File: src/rtl/branch_hist_table.sv
// branch_hist_table: direct-mapped branch history table of 2-bit saturating
// counters indexed by pc[IDX_W+1:2]. A lookup returns a registered
// taken/not-taken prediction one cycle later; resolved outcomes from execute
// train the counters.
//
// Ports:
//   clk_i        clock, all state changes on the rising edge
//   rst_i        synchronous active-high reset (counters -> 01, outputs -> 0)
//   valid_i      lookup request
//   pc_i         lookup PC
//   upd_valid_i  resolved-branch update
//   upd_pc_i     PC of resolved branch
//   upd_taken_i  resolved outcome (1 = taken)
//   valid_o      registered valid_i
//   taken_o      registered prediction (counter MSB, 0 when no lookup)
//
// Optional feature: define BHT_BYPASS_EN to forward a same-cycle update to a
// lookup of the same index (prediction reflects the post-update counter).
// Without it the lookup sees the pre-update counter.

module branch_hist_table #(
   parameter int unsigned LEN    = 128,
   parameter int unsigned ADDR_W = 32
) (
   input  logic              clk_i,
   input  logic              rst_i,
   input  logic              valid_i,
   input  logic [ADDR_W-1:0] pc_i,
   input  logic              upd_valid_i,
   input  logic [ADDR_W-1:0] upd_pc_i,
   input  logic              upd_taken_i,
   output logic              valid_o,
   output logic              taken_o
);

   localparam int unsigned IDX_W = $clog2(LEN);
   localparam logic [1:0]  CNT_RESET = 2'b01;

   logic [1:0]       cnt [LEN];
   logic [IDX_W-1:0] lk_idx;
   logic [IDX_W-1:0] upd_idx;
   logic [1:0]       upd_cur;
   logic [1:0]       upd_nxt;
   logic [1:0]       rd_cnt;

   // Word-aligned index; low byte-offset bits and high PC bits alias.
   assign lk_idx  = pc_i[IDX_W+1:2];
   assign upd_idx = upd_pc_i[IDX_W+1:2];

   // Bits intentionally ignored by the indexing.
   logic unused_pc_bits;
   assign unused_pc_bits = ^{pc_i[ADDR_W-1:IDX_W+2], pc_i[1:0],
                             upd_pc_i[ADDR_W-1:IDX_W+2], upd_pc_i[1:0]};

   // Saturating counter step for the entry being trained.
   always_comb begin
      upd_cur = cnt[upd_idx];
      upd_nxt = upd_cur;
      if (upd_taken_i) begin
         if (upd_cur != 2'b11) upd_nxt = upd_cur + 2'd1;
      end else begin
         if (upd_cur != 2'b00) upd_nxt = upd_cur - 2'd1;
      end
   end

   // Lookup read, optionally forwarding a colliding update.
   always_comb begin
      rd_cnt = cnt[lk_idx];
`ifdef BHT_BYPASS_EN
      if (upd_valid_i && (upd_idx == lk_idx)) rd_cnt = upd_nxt;
`endif
   end

   // Counter array and registered prediction.
   always_ff @(posedge clk_i) begin
      if (rst_i) begin
         for (int i = 0; i < int'(LEN); i++) cnt[i] <= CNT_RESET;
         valid_o <= 1'b0;
         taken_o <= 1'b0;
      end else begin
         if (upd_valid_i) cnt[upd_idx] <= upd_nxt;
         valid_o <= valid_i;
         taken_o <= valid_i & rd_cnt[1];
      end
   end

endmodule

File: config.mk
export PLATFORM = sky130hd
export DESIGN_NAME = branch_hist_table
export DESIGN_NICKNAME = d
export VERILOG_FILES = /design/src/rtl/branch_hist_table.sv
export SDC_FILE = /design/constraint.sdc
export NUM_CORES = 1
export LEC_CHECK = 0
export CAP_MARGIN = 20
export CORE_MARGIN = 3
export CORE_UTILIZATION = 50
export DETAILED_ROUTE_END_ITERATION = 10
export PLACE_DENSITY = 0.79
export SYNTH_ARGS = -nofsm -noshare
export SYNTH_HDL_FRONTEND = slang
export SYNTH_SLANG_ARGS = --single-unit
File: constraint.sdc
create_clock -name clk_i -period 5.28 [get_ports clk_i]
set_clock_uncertainty 0.05 [all_clocks]
set_input_delay 1.056 -clock clk_i [delete_from_list [all_inputs] [get_ports clk_i]]
set_output_delay 1.056 -clock clk_i [all_outputs]
set_load 0.005 [all_outputs]
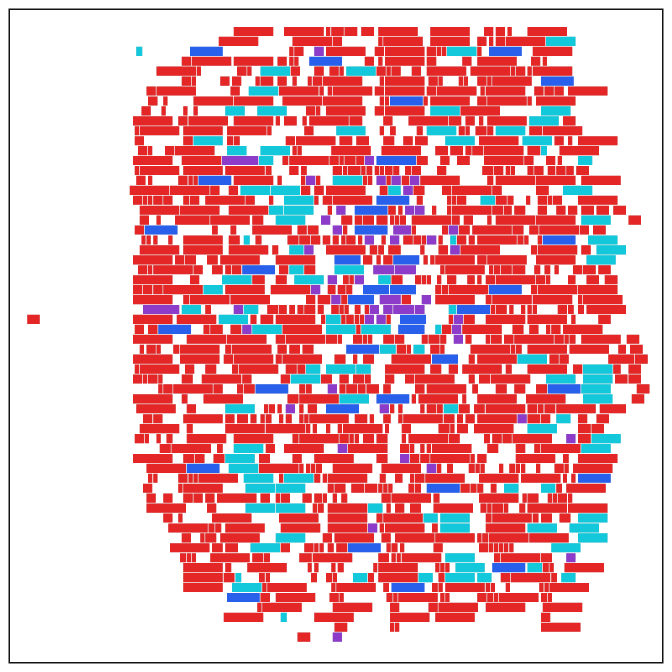
sizes.png
size	color	cells	share
_3 and _4 cells	purple	51	4.3%
_2 cells	cyan	106	8.8%
_6 and larger	blue	36	3.0%
_0 and _1 cells	red	1006	84%
Setup WS post-layout: 0.827 ns
nonclk buf count: 71

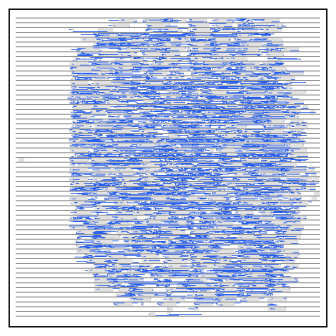
layer_met1.png
Supply wires on this layer in gray.
longest straight run	34.0 um
share of all routed wire	34%
nets with wire on the layer	1172
GR Util met1: 36.7%
total number of vias: 11658
routed wire length: 45.3 mm

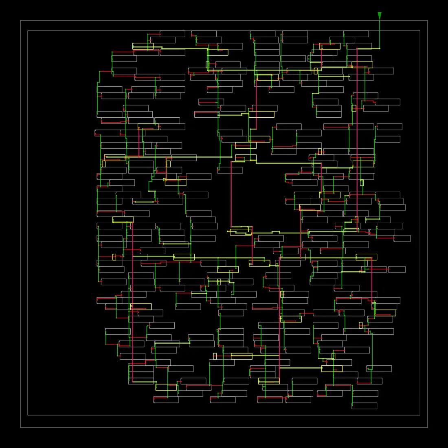
clocks.png
CTS buffer count: 26
Late-Pin Clk Latency: 0.54 ns
clock network power: 1720 uW
# clk buffers: 32

==> flow_metrics.tcl <==
# yosys + openroad results
set metrics [dict create \
    status "finished, final reports clean" \
    r2r_cells 8 \
    dominant_cells "flip-flops and latches" \
    post_cts_resized 0 \
    path_cells "buf_2 -> buf_4 -> nor2_1 -> a221oi_1 -> o2111ai_1 -> a22oi_1 -> or4b_4 -> a2111oi_0" \
    tightest_slew_ns 1.22 \
    min_from "valid_i" \
    cts_setup_buffers 0 \
    path_clk_slew_ns 0.06 \
    gp_congestion 0.976 \
    root_buffer "clkbuf_16" \
    fin_nets 1254 \
    openroad.warnings 76 \
    tap_cells 384 \
    cp_max_fo 56 \
    syn_area_um2 14900 \
    core_um2 29000 \
    area_leaders "edfxtp_1, mux4_2, nand2_1" \
    clkCellAreaFrac_pct 4.74 \
    cp-start-kind "input port" \
    place_ws_ns 0.428 \
    layout.cells.most_common "edfxtp_1" \
    reg2reg_to "cnt[44][1]" \
    edf_count 256 \
    antenna_cells 0 \
    endpoint_kind "flop" \
    hold_end "valid_o" \
    clock.fmax_mhz 225 \
    rsz0062_at_grt "no" \
    yosys-stat-area_um2 14900 \
    final_cell_mix "edfxtp_1, nand2_1, o21ai_0, mux4_2, a211oi_1" \
    synthCells 1237 \
    hold_buffers 0 \
    route.detailed.drc 0 \
    fin_crit_ns 4.45 \
    drv_slew 0 \
    r2r_setup_slack_ns 1.97 \
    powerDensity_nw_per_um2 293 \
    num_rows 62 \
    logic_gates 799 \
    die_width_um 179 \
    synth_nets 1306 \
    htree_levels 1 \
    min_path_cells 2 \
    overflow 0 \
    io_pins 71 \
    dpl.hpwl_mm 28.0 \
    hold_viol_final 0 \
    logic_area_um2 6310 \
    fillCellCount 2311 \
    postSynthAreaPerCell_um2 12.0 \
    grt_pass1_wl_mm 68.5 \
    crit_type "in -> reg" \
    comb_share_pct 39.3 \
    port_buffers 20 \
    cts_tree "done" \
    ant_nets 0 \
    dieArea_um2 31900 \
    track_usage_pct 28.3 \
    ir_drop_v 0.000238 \
    syn2layout_area_growth_pct 7.75 \
    die-height_um 179 \
    yosysWarnings 0 \
    drt_iter0_drc 2175 \
    cts_sinks 258 \
    cts_buffer_depth 3 \
    seq_area_um2 7730 \
    ys_ff 258 \
    busiest_layer "met2" \
    seq_area_share_pct 48.1 \
    drive_gt1_share_pct 16.1 \
    first_global_vias 11306 \
    ys_async_sr_fraction_pct 0 \
    crit_path_max_incr_delay_ns 0.91 \
    largest_area_cell "edfxtp_1" \
    most_common_cell "edfxtp_1" \
    buffer_area_share_pct 4.12 \
    relSlewSlack_pct 18.1 \
    setup_tns_ns 0 \
    r2r_start "cnt[104][0]" \
    setup_viol 0 \
    met2_usage_pct 43.6 \
    hold_class "in -> reg" \
    maxCapViolCount 0 \
    postSynthSeqShare_pct 51.9 \
    antenna_found_initial 1 \
]
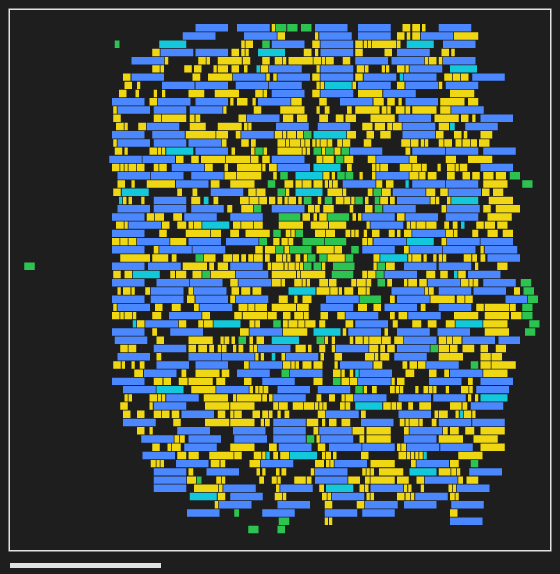
placement_by_type.png
Scale bar: 50 um.
class	color	cells	share of their area
clock drivers and dummy loads	cyan	42	4.9%
remaining buffers and delay cells	green	71	4.2%
sequential cells	blue	258	50%
combinational and other logic	yellow	828	41%

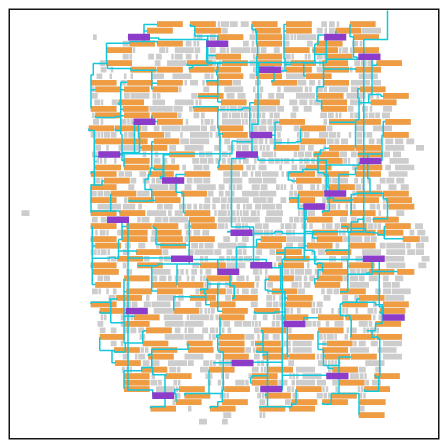
clk_routes.png
[flip-flops] orange | count: 258
[clock drivers] purple | count: 26
[clock wires] cyan | length: 3020 um
routed clock nets	27
clock share of power: 36.5%

[worst max-delay path by stage]
stage	from	to	slack (ns)
2_1_floorplan	upd_pc_i[3]	cnt[40][1]	1.51
3_3_place_gp	upd_pc_i[3]	cnt[44][1]	0.58
3_5_place_dp	upd_pc_i[3]	cnt[110][1]	0.43
4_1_cts	upd_pc_i[3]	cnt[110][1]	0.96
5_1_grt	upd_pc_i[3]	cnt[109][1]	0.66
6_report	upd_pc_i[3]	cnt[110][1]	0.83
[layer usage]
layer | vias to the layer above | share of wire [%] | routed length [um]
met2 | 1028 | 45 | 20600
met4 | 2 | 6.3 | 2870
met3 | 228 | 14 | 6430
li1 | 4801 | - | -
met5 | - | 0.029 | 13
met1 | 5599 | 34 | 15400
[critical path, delay by kind of cell]
kind | cells | cell delay [ns]
buf+inv | 2 | 0.64
compound gates | 4 | 1.26
simple gates | 2 | 1.67
[kinds of logic after synthesis]
logic type	share of synthesized area, %
flip-flops	51.9
AND-OR/OR-AND	19.7
buffers and inverters	6.04
AND/OR/NAND/NOR	7.69
multiplexers	14.7
[through the flow]
stage	area, um2	hold slack [ns]	total power (uW)	cells
after CTS	16000	1.04	4670	1582
after detailed placement	15300	1.15	3000	1540
final	16100	1.04	4710	1583
after global placement	15300	1.12	2990	1540
after global routing	16100	1.06	4810	1583
after floorplan	14900	1.00	2790	1237
[power breakdown]
group,total (uW),switching (uW),leakage (uW),internal (uW)
registers,2320,27.0,0.00228,2290
logic,668,467,0.00229,201
clock network,1720,752,0.000372,966
total,4710,1250,0.00494,3460
[sequential cells by signal, indices dropped and copies added (netlist names)]
name	count
cnt	256
taken_o	1
valid_o	1
Power and IR drop assume default switching activity.
